<file path="src/rtl/coproc_pkg.sv">
// Shared definitions for the coprocessor instruction path: opcodes, field
// positions, matrix-select codes, sequencer state encoding and word legality.
package coproc_pkg;

  localparam int INSTR_W = 22;

  localparam logic [3:0] OP_NOP       = 4'h0;
  localparam logic [3:0] OP_STORE     = 4'h2;
  localparam logic [3:0] OP_ADD       = 4'h3;
  localparam logic [3:0] OP_SUB       = 4'h4;
  localparam logic [3:0] OP_MUL       = 4'h5;
  localparam logic [3:0] OP_TRANSPOSE = 4'h6;
  localparam logic [3:0] OP_OPPOSITE  = 4'h7;
  localparam logic [3:0] OP_SCALAR    = 4'h8;
  localparam logic [3:0] OP_DET2      = 4'h9;
  localparam logic [3:0] OP_DET3      = 4'hA;
  localparam logic [3:0] OP_DET4      = 4'hB;
  localparam logic [3:0] OP_DET5      = 4'hC;

  localparam int OP_LSB   = 0;
  localparam int COL_LSB  = 4;
  localparam int ROW_LSB  = 7;
  localparam int MSEL_LSB = 10;
  localparam int IMM_LSB  = 12;
  localparam int MODE_LSB = 20;

  localparam logic [1:0] MSEL_A    = 2'd0;
  localparam logic [1:0] MSEL_B    = 2'd1;
  localparam logic [1:0] MSEL_C    = 2'd2;
  localparam logic [1:0] MSEL_RSVD = 2'd3;

  typedef enum logic [1:0] {
    ST_IDLE      = 2'd0,
    ST_ISSUE     = 2'd1,
    ST_WAIT_DONE = 2'd2
  } state_t;

  // STORE is the only opcode whose row/col/msel address real storage, so
  // only STORE gets its addressing fields range-checked.
  function automatic logic is_legal(input logic [INSTR_W-1:0] instr, input int mat_dim);
    logic [3:0] op;
    logic [2:0] row;
    logic [2:0] col;
    logic [1:0] msel;
    logic       ok;
    op   = instr[OP_LSB +: 4];
    col  = instr[COL_LSB +: 3];
    row  = instr[ROW_LSB +: 3];
    msel = instr[MSEL_LSB +: 2];
    ok   = 1'b0;
    case (op)
      OP_NOP, OP_ADD, OP_SUB, OP_MUL, OP_TRANSPOSE, OP_OPPOSITE,
      OP_SCALAR, OP_DET2, OP_DET3, OP_DET4, OP_DET5: ok = 1'b1;
      OP_STORE: ok = (msel != MSEL_RSVD) && (int'(row) < mat_dim) && (int'(col) < mat_dim);
      default:  ok = 1'b0;
    endcase
    return ok;
  endfunction

endpackage

</file>
<file path="src/rtl/rise_edge_det.sv">
// Registers a level signal and flags the single cycle where it first goes high.
module rise_edge_det (
  input  logic clk,
  input  logic rst,
  input  logic level,
  output logic rise
);

  logic level_q;

  always_ff @(posedge clk) begin
    if (rst) level_q <= 1'b0;
    else     level_q <= level;
  end

  assign rise = level & ~level_q;

endmodule

</file>
<file path="src/rtl/coproc_instr_decoder.sv">
// Latches strobed instruction words, validates them and issues one decoded
// operation at a time to the matrix execution unit.
module coproc_instr_decoder
  import coproc_pkg::*;
#(
  parameter int W_INSTR = 22,
  parameter int MAT_DIM = 5,
  parameter int RET_W   = 8
) (
  input  logic               clk,
  input  logic               rst,
  input  logic [W_INSTR-1:0] instr_i,
  input  logic               strobe_i,
  output logic               issue_valid_o,
  input  logic               issue_ready_i,
  output logic [3:0]         op_o,
  output logic [2:0]         col_o,
  output logic [2:0]         row_o,
  output logic [1:0]         msel_o,
  output logic [7:0]         imm_o,
  output logic [1:0]         mode_o,
  input  logic               exec_done_i,
  output logic               busy_o,
  output logic               err_illegal_o,
  output logic               err_overrun_o,
  output logic [RET_W-1:0]   retired_o,
  output logic [1:0]         dbg_state_o
);

  // Handshake: issue_valid_o rises with a legal latched word and, together
  // with every decoded field, holds steady until a cycle with issue_ready_i
  // high; that cycle is the transfer, and valid drops on the next edge.

  state_t             state;
  logic [W_INSTR-1:0] hold;
  logic               strobe_edge;

  rise_edge_det u_edge (
    .clk   (clk),
    .rst   (rst),
    .level (strobe_i),
    .rise  (strobe_edge)
  );

  always_ff @(posedge clk) begin
    if (rst) begin
      state         <= ST_IDLE;
      hold          <= '0;
      issue_valid_o <= 1'b0;
      err_illegal_o <= 1'b0;
      err_overrun_o <= 1'b0;
      retired_o     <= '0;
    end else begin
      case (state)
        ST_IDLE: begin
          if (strobe_edge) begin
            if (!is_legal(instr_i, MAT_DIM)) begin
              err_illegal_o <= 1'b1;
            end else begin
              err_illegal_o <= 1'b0;
              err_overrun_o <= 1'b0;
              if (instr_i[OP_LSB +: 4] == OP_NOP) begin
                retired_o <= retired_o + 1'b1;
              end else begin
                hold          <= instr_i;
                issue_valid_o <= 1'b1;
                state         <= ST_ISSUE;
              end
            end
          end
        end
        ST_ISSUE: begin
          if (strobe_edge) err_overrun_o <= 1'b1;
          if (issue_ready_i) begin
            issue_valid_o <= 1'b0;
            hold          <= '0;
            // STORE completes on transfer; everything else waits for the unit.
            if (hold[OP_LSB +: 4] == OP_STORE) begin
              retired_o <= retired_o + 1'b1;
              state     <= ST_IDLE;
            end else begin
              state <= ST_WAIT_DONE;
            end
          end
        end
        ST_WAIT_DONE: begin
          if (strobe_edge) err_overrun_o <= 1'b1;
          if (exec_done_i) begin
            retired_o <= retired_o + 1'b1;
            state     <= ST_IDLE;
          end
        end
        default: state <= ST_IDLE;
      endcase
    end
  end

  // hold is only non-zero while issuing, so the fields read 0 otherwise.
  assign op_o        = hold[OP_LSB +: 4];
  assign col_o       = hold[COL_LSB +: 3];
  assign row_o       = hold[ROW_LSB +: 3];
  assign msel_o      = hold[MSEL_LSB +: 2];
  assign imm_o       = hold[IMM_LSB +: 8];
  assign mode_o      = hold[MODE_LSB +: 2];
  assign busy_o      = (state != ST_IDLE);
  assign dbg_state_o = state;

endmodule

</file>
<file path="config.mk">
export PLATFORM = sky130hd
export DESIGN_NAME = coproc_instr_decoder
export DESIGN_NICKNAME = d
export VERILOG_FILES = /design/src/rtl/coproc_pkg.sv /design/src/rtl/rise_edge_det.sv /design/src/rtl/coproc_instr_decoder.sv
export SDC_FILE = /design/constraint.sdc
export NUM_CORES = 1
export LEC_CHECK = 0
export CAP_MARGIN = 20
export CORE_MARGIN = 2
export CORE_UTILIZATION = 45
export CTS_CLUSTER_SIZE = 12
export DETAILED_ROUTE_END_ITERATION = 16
export PLACE_DENSITY = 0.84
export SLEW_MARGIN = 20
export SYNTH_ARGS = -nofsm -noshare
export SYNTH_HDL_FRONTEND = slang
export SYNTH_SLANG_ARGS = --single-unit
</file>
<file path="constraint.sdc">
create_clock -name clk -period 3.25 [get_ports clk]
set_input_delay 0.325 -clock clk [delete_from_list [all_inputs] [get_ports clk]]
set_output_delay 0.325 -clock clk [all_outputs]
set_load 0.01 [all_outputs]
</file>
Run 1, routed metal, one colour a layer:
Scale bar: 20 um.
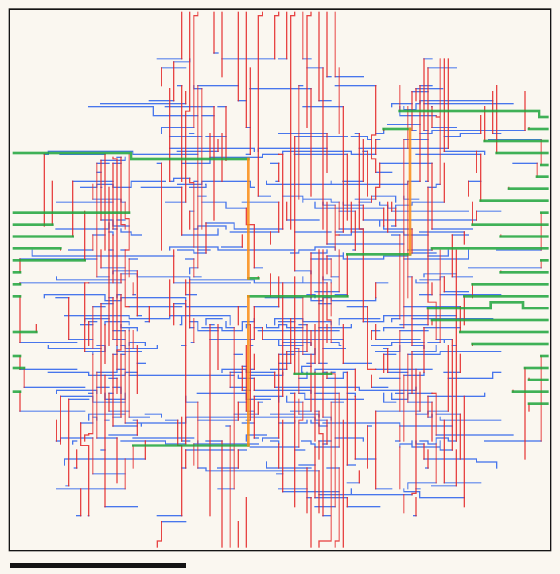
- metal 4: orange (wire length 44.9 um)
- metal 1: blue (wire length 1,570 um)
- metal 3: green (wire length 267 um)
- metal 2: red (wire length 1,810 um)

Run 1, clock distribution:
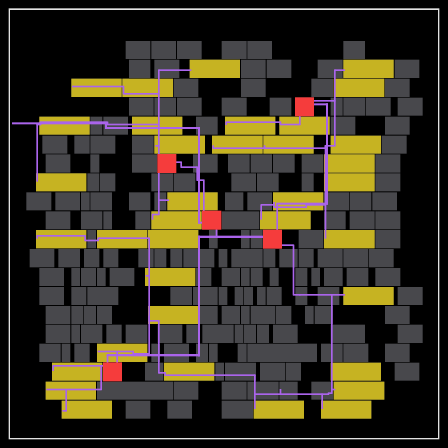
- clock wires: purple (length 421 um)
- flip-flops: yellow (count 36)
- clock drivers: red (count 5)
- flops lie: widely spread

Run 1, selected gate families:
Scale bar: 20 um.
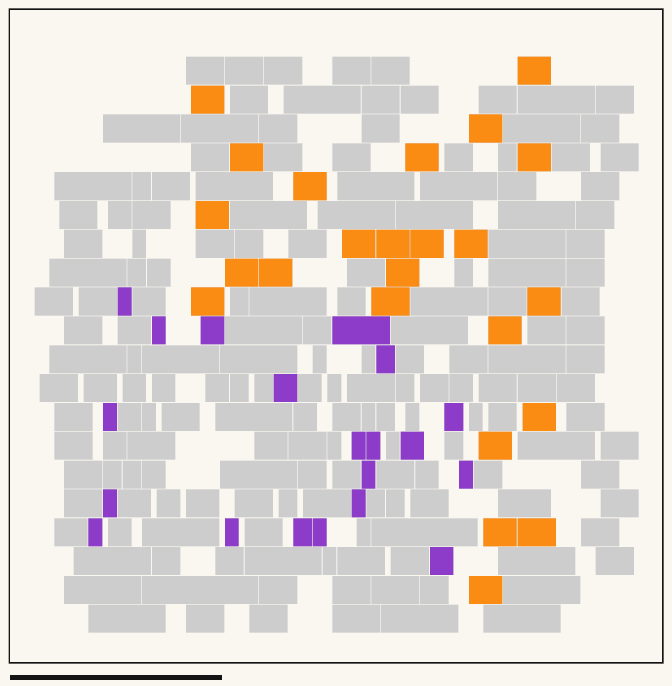
- NOR gates: purple (cells 20)
- AND-OR and OR-AND gates: orange (cells 24)

[run 1: layout make-up]
| type | instances | area [um2] | share of cell area |
|---|---|---|---|
| flip-flops and latches | 36 | 720.7 | 0.3198 |
| repair buffers | 65 | 643.1 | 0.2854 |
| clock buffers | 5 | 37.54 | 0.01666 |
| clock inverters | 3 | 42.54 | 0.01888 |
| inverters | 4 | 15.01 | 0.006663 |
| well taps | 44 | 55.05 | 0.02443 |
| multi-input cells | 103 | 739.5 | 0.3282 |
[run 1: metal layers]
| metal | global-route usage | part of all wire |
|---|---|---|
| met3 | 0.06513 | 0.072 |
| met4 | 0.07599 | 0.012 |
| met2 | 0.3609 | 0.49 |
| met1 | 0.2342 | 0.43 |
| met5 | 0 | 0 |
==> Table 3: Implementation characteristics, run 1 <==
Physical design parameters

Parameter                              Value

Yosys
  Synth Instances    149
  Area share of the leading cell type in the synthesized netlist    0.4844
  Number of flops mapped to enable cells by yosys    0
  Multiplexer fraction of the synthesized cell area    0.006728
  Post-synthesis cell area    between 1000 and 1500 um2
  Synth top cells by count    36 x sky130_fd_sc_hd__dfxtp_1, 21 x sky130_fd_sc_hd__a22o_1, 12 x sky130_fd_sc_hd__nor2_1
  Post-synthesis share of cell area spent on and-or and or-and gates    0.2271
  Most used flip-flop cell    sky130_fd_sc_hd__dfxtp_1
  Most area-hungry cell type in the Yosys netlist    sky130_fd_sc_hd__dfxtp_1
  Area figure in the yosys stat output    1488 um2
  Post-synthesis adder-cell area fraction    0.04205
  Average cell area after synthesis    9.984 um2
  Post-synth seq share    0.4844
  Count of state elements after synthesis    36
  Cell Type Count    33
  Warning count from the yosys run    0
  Area fraction in and, or, nand and nor cells after synthesis    0.1775
  Post-synthesis net count    181

Final timing
  Final worst slack    0.7673 ns
  Final Max-Slew Violation Tally    0
  Unrepaired setup endpoints after global routing    no
  Worst Max-Slew Pin Slew    0.9499 ns
  Setup clock skew after layout    0.005841 ns
  Fmax    ~400 MHz
  Worst hold slack after final layout    0.4935 ns
  Shortest period the worst path allows    2.483 ns
  Final Setup Violations    0
  Final period util    0.7639
  Aggregate negative setup slack    0 ns
  Final count of hold timing violations    0

Power and ir drop
  Switch Pwr    284.1 uW
  Power share of the clock group    0.303
  Clock Power    316 uW
  Seq. pwr    around 490 uW
  Post-route total power    about 1000 uW
  Reported combinational group power    between 200 and 250 uW
  Total power per unit cell area    roughly 460 nW/um2
  Proportion of total power due to net switching    0.2723
  VDD IR max    about 0.40 mV
  Highest-power group    sequential cells
  Internal power of the cells    between 700 and 800 uW
  Share of power burned in registers    0.473

Layout
  Leading cell type in the layout, fill and taps excluded    sky130_fd_sc_hd__clkdlybuf4s50_1
  Top register by number of flip-flops    hold
  Count of fill cells added during filler insertion    between 200 and 250
  Post-layout nets    247
  Ratio of cells with drive above 1 in the final layout    0.08796
  Area growth from synthesis to layout    51.47%
  Number of standard cells in the layout, taps in and fillers out    260
  Final Instance Area    2253 um2

Routing
  Vias per cell    5.292
  Remaining DRCs    0
  Final WL    3694 um
  Starting DRC count in detailed routing    around 52
  First drt pass iteration count    4
  Number of nets with antenna violations after routing    0

Placed design
  Pre-CTS worst setup slack    0.4267 ns
  Total placed cells including tap cells    between 200 and 300

Critical path
  Top delay family on crit path    simple AND/OR/NAND/NOR gates
  Worst setup slack for register-to-register paths    0.91 ns
  Cell type of the slowest stage on the worst timing path    sky130_fd_sc_hd__nor4b_2
  Highest net fanout along the worst path    13
  Data arrival at the endpoint of the critical path    2.78 ns
  Endpoint of the most critical register-to-register path    hold[9]$_SDFFE_PP0P_
  Required time of the critical path    3.55 ns
  Startpoint types    input port
  Number of buffer and inverter stages on the critical path    2
  R2r worst-path depth    6
  Critical path start-end classification    input port to flip-flop
  Depth of the critical timing path with buffers and inverters included    7
  Reg-to-reg startpoint    dbg_state_o[1]$_SDFFE_PP0P_

Clock tree
  Number of levels in the clock H-tree    2
  Root buf cell    sky130_fd_sc_hd__clkbuf_4
  Number of sinks handled by clock tree synthesis    36
  CTS tree    built
  Number of buffers inserted to repair setup after CTS    0
  Cell resize tally after clock tree synthesis    0
  CTS hold repair buffers    0
  Clock-pin transition on the worst setup and hold timing paths    between 0.1 and 0.15 ns

Die
  Top-Level Pins    about 63
  Vertical die size    61.50 um
  Initial core utilization    0.4794
  Total die size    3782 um2
  Core region area    3103 um2

Global route
  Total congestion overflow    0
  Largest net degree at the start of global routing    23
  Number of global-route vias before repair    1,300
  Number of antenna violations at the first check in global routing    0

Run
  Tally of OpenROAD warnings    29
  Maximum Capacitance Violations    0

Run status
  Run status    completed

Hold path
  Hold wc startpoint    hold[11]$_SDFFE_PP0P_
  Endpoint, Worst Hold    hold[11]$_SDFFE_PP0P_
==> run 2, diff against run 1 <==
Settings changed: CORE_UTILIZATION 45 to 38, PLACE_DENSITY 0.84 to 0.76.
Clock period 3.25 ns to 2.1 ns, I/O delays scaled along.
Run 2, routing congestion:
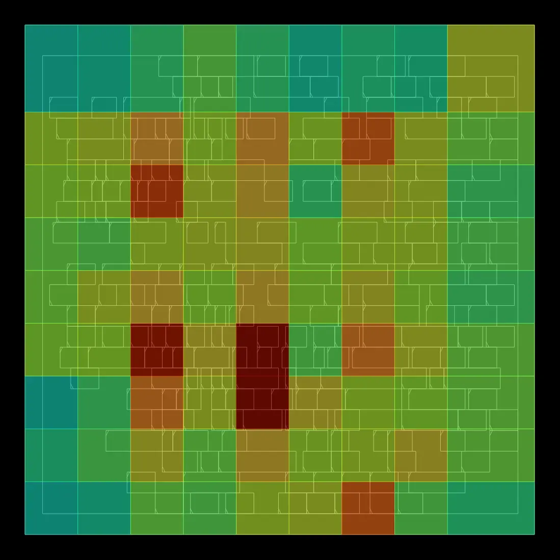
overall track demand over capacity in global routing: 0.1901
met1 Track Usage GR: 0.2171
final core occ: 0.6441
met2 track demand over resource in global routing: 0.3400

Run 2, routed metal, one colour a layer:
Scale bar: 20 um.
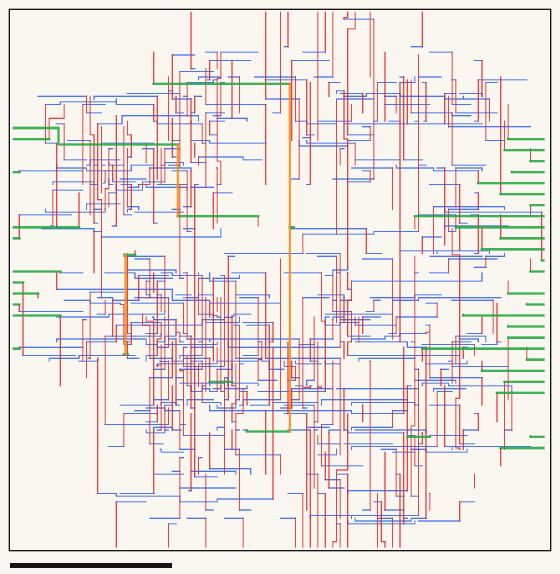
- metal 3: green (wire length 230 um)
- metal 4: orange (wire length 63.9 um)
- metal 2: red (wire length 1,950 um)
- metal 1: blue (wire length 1,650 um)

Run 2, clock distribution:
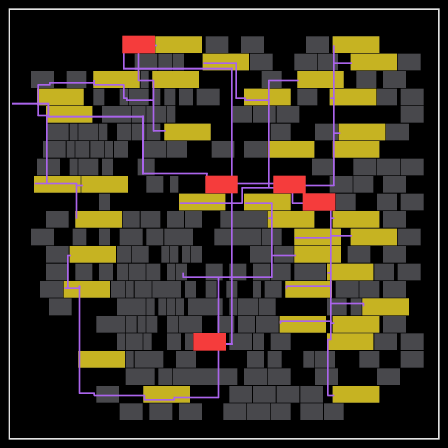
- clock wires: purple (length 450 um)
- flip-flops: yellow (count 36)
- clock drivers: red (count 5)
- routed clock nets: 6

==> Table 3: Implementation characteristics, run 2 <==
Physical design parameters

Parameter                              Value

Routing
  Length of routed met3 wiring    230 um
  Highest routing layer actually used    met4
  Final WL    about 4000 um
  Met2 routed wirelength    about 2000 um
  Remaining DRCs    0
  Starting DRC count in detailed routing    slightly below 50
  Number of nets with antenna violations after routing    0

Final timing
  Final Setup Violations    0
  Shortest period the worst path allows    2.007 ns
  Final Max-Slew Violation Tally    0
  Final worst slack    about 0.093 ns
  Worst hold slack after final layout    approximately 0.48 ns
  Final period util    0.9556
  Fmax    498.3 MHz
  Aggregate negative setup slack    0 ns
  Unrepaired setup endpoints after global routing    no
  Worst Max-Slew Pin Slew    0.5633 ns
  Setup clock skew after layout    0.006690 ns

Yosys
  Synth Instances    149
  Post-synth seq share    0.4844
  Most used flip-flop cell    sky130_fd_sc_hd__dfxtp_1
  Count of state elements after synthesis    36
  Area fraction in and, or, nand and nor cells after synthesis    0.1775
  Number of flops mapped to enable cells by yosys    0
  Warning count from the yosys run    0
  Synth top cells by count    36 x sky130_fd_sc_hd__dfxtp_1, 21 x sky130_fd_sc_hd__a22o_1, 12 x sky130_fd_sc_hd__nor2_1
  Area share of the leading cell type in the synthesized netlist    0.4844
  Post-synthesis share of cell area spent on and-or and or-and gates    0.2271
  Area figure in the yosys stat output    ~1500 um2
  Most area-hungry cell type in the Yosys netlist    sky130_fd_sc_hd__dfxtp_1
  Average cell area after synthesis    about 10 um2
  Multiplexer fraction of the synthesized cell area    0.006728
  Cell Type Count    33

Layout
  Ratio of cells with drive above 1 in the final layout    0.1441
  Area growth from synthesis to layout    60.89%
  Logic cell area    747.0 um2
  Number of standard cells in the layout, taps in and fillers out    277
  Cell class ranked first by area    buffers
  Comb/total area    0.3121
  Area fraction of clock buffers and clock inverters    0.03241
  Proportion of final cell area spent on non-clock buffers    0.3231
  Leading cell type in the layout, fill and taps excluded    sky130_fd_sc_hd__clkdlybuf4s50_1
  Post-layout nets    261
  Register cell area after layout    720.7 um2
  Sequential fraction of total cell area    0.3011
  Multi-input combinational gate total    around 100
  Logic inverters    4
  Final Instance Area    2394 um2
  Clk_buf instances    6
  Count of fill cells added during filler insertion    308

Global route
  Total congestion overflow    0
  Number of global-route vias before repair    ~1,500
  Largest net degree at the start of global routing    23
  Number of antenna violations at the first check in global routing    0
  Most congested layer reported by global routing    met2

Power and ir drop
  VDD IR max    0.4224 mV
  Seq. pwr    766 uW
  Clock Power    457 uW
  Proportion of total power due to net switching    0.2717
  Power share of the clock group    0.280
  Internal power of the cells    1191 uW
  Share of power burned in registers    0.468
  Total power per unit cell area    683.0 nW/um2
  Reported combinational group power    roughly 410 uW

Run status
  Run status    completed

Clock tree
  CTS tree    built
  Number of buffers inserted to repair setup after CTS    0
  Root buf cell    sky130_fd_sc_hd__clkbuf_8
  Number of levels in the clock H-tree    2
  Number of sinks handled by clock tree synthesis    36
  CTS hold repair buffers    0

Die
  Tapcells inserted    roughly 48
  Initial core utilization    0.4003
  Vertical die size    66.57 um
  Core region area    3716 um2
  Top-Level Pins    63

Critical path
  R2r worst-path depth    5
  Startpoint types    flip-flop
  Worst setup slack for register-to-register paths    ~0.093 ns
  Required time of the critical path    2.32 ns
  Reg-to-reg startpoint    hold[0]$_SDFFE_PP0P_
  Endpoint of the most critical register-to-register path    retired_o[4]$_SDFFE_PP0P_
  Highest net fanout along the worst path    3
  Data arrival at the endpoint of the critical path    approximately 2.2 ns

Run
  Maximum Capacitance Violations    0

Placed design
  Pre-CTS worst setup slack    -0.1287 ns
  Total placed cells including tap cells    270

Hold path
  Endpoint, Worst Hold    hold[8]$_SDFFE_PP0P_
  Hold wc startpoint    hold[8]$_SDFFE_PP0P_
-- run 2: cell types whose count changed in the layout (fill, tap and decap cells not counted), moves of 2 or more --
| cell | delta |
|---|---|
| sky130_fd_sc_hd__clkbuf_8 | +5 |
| sky130_fd_sc_hd__clkbuf_4 | -5 |
| sky130_fd_sc_hd__buf_12 | +2 |
| sky130_fd_sc_hd__buf_4 | +12 |
-- run 2: critical path, cell delays in order, from the launching register on --
cell	delay (ns)
sky130_fd_sc_hd__dfxtp_1	0.34
sky130_fd_sc_hd__or4b_4	0.58
sky130_fd_sc_hd__a2111oi_4	0.39
sky130_fd_sc_hd__nand3_2	0.14
sky130_fd_sc_hd__or3_1	0.36
sky130_fd_sc_hd__a21oi_1	0.13
-- run 2: timing repair --
item	CTS	global route
setup endpoints to repair	0	3
endpoints found under the hold margin	0	0
resized	0	2
Power is estimated from default activity; no workload was simulated.
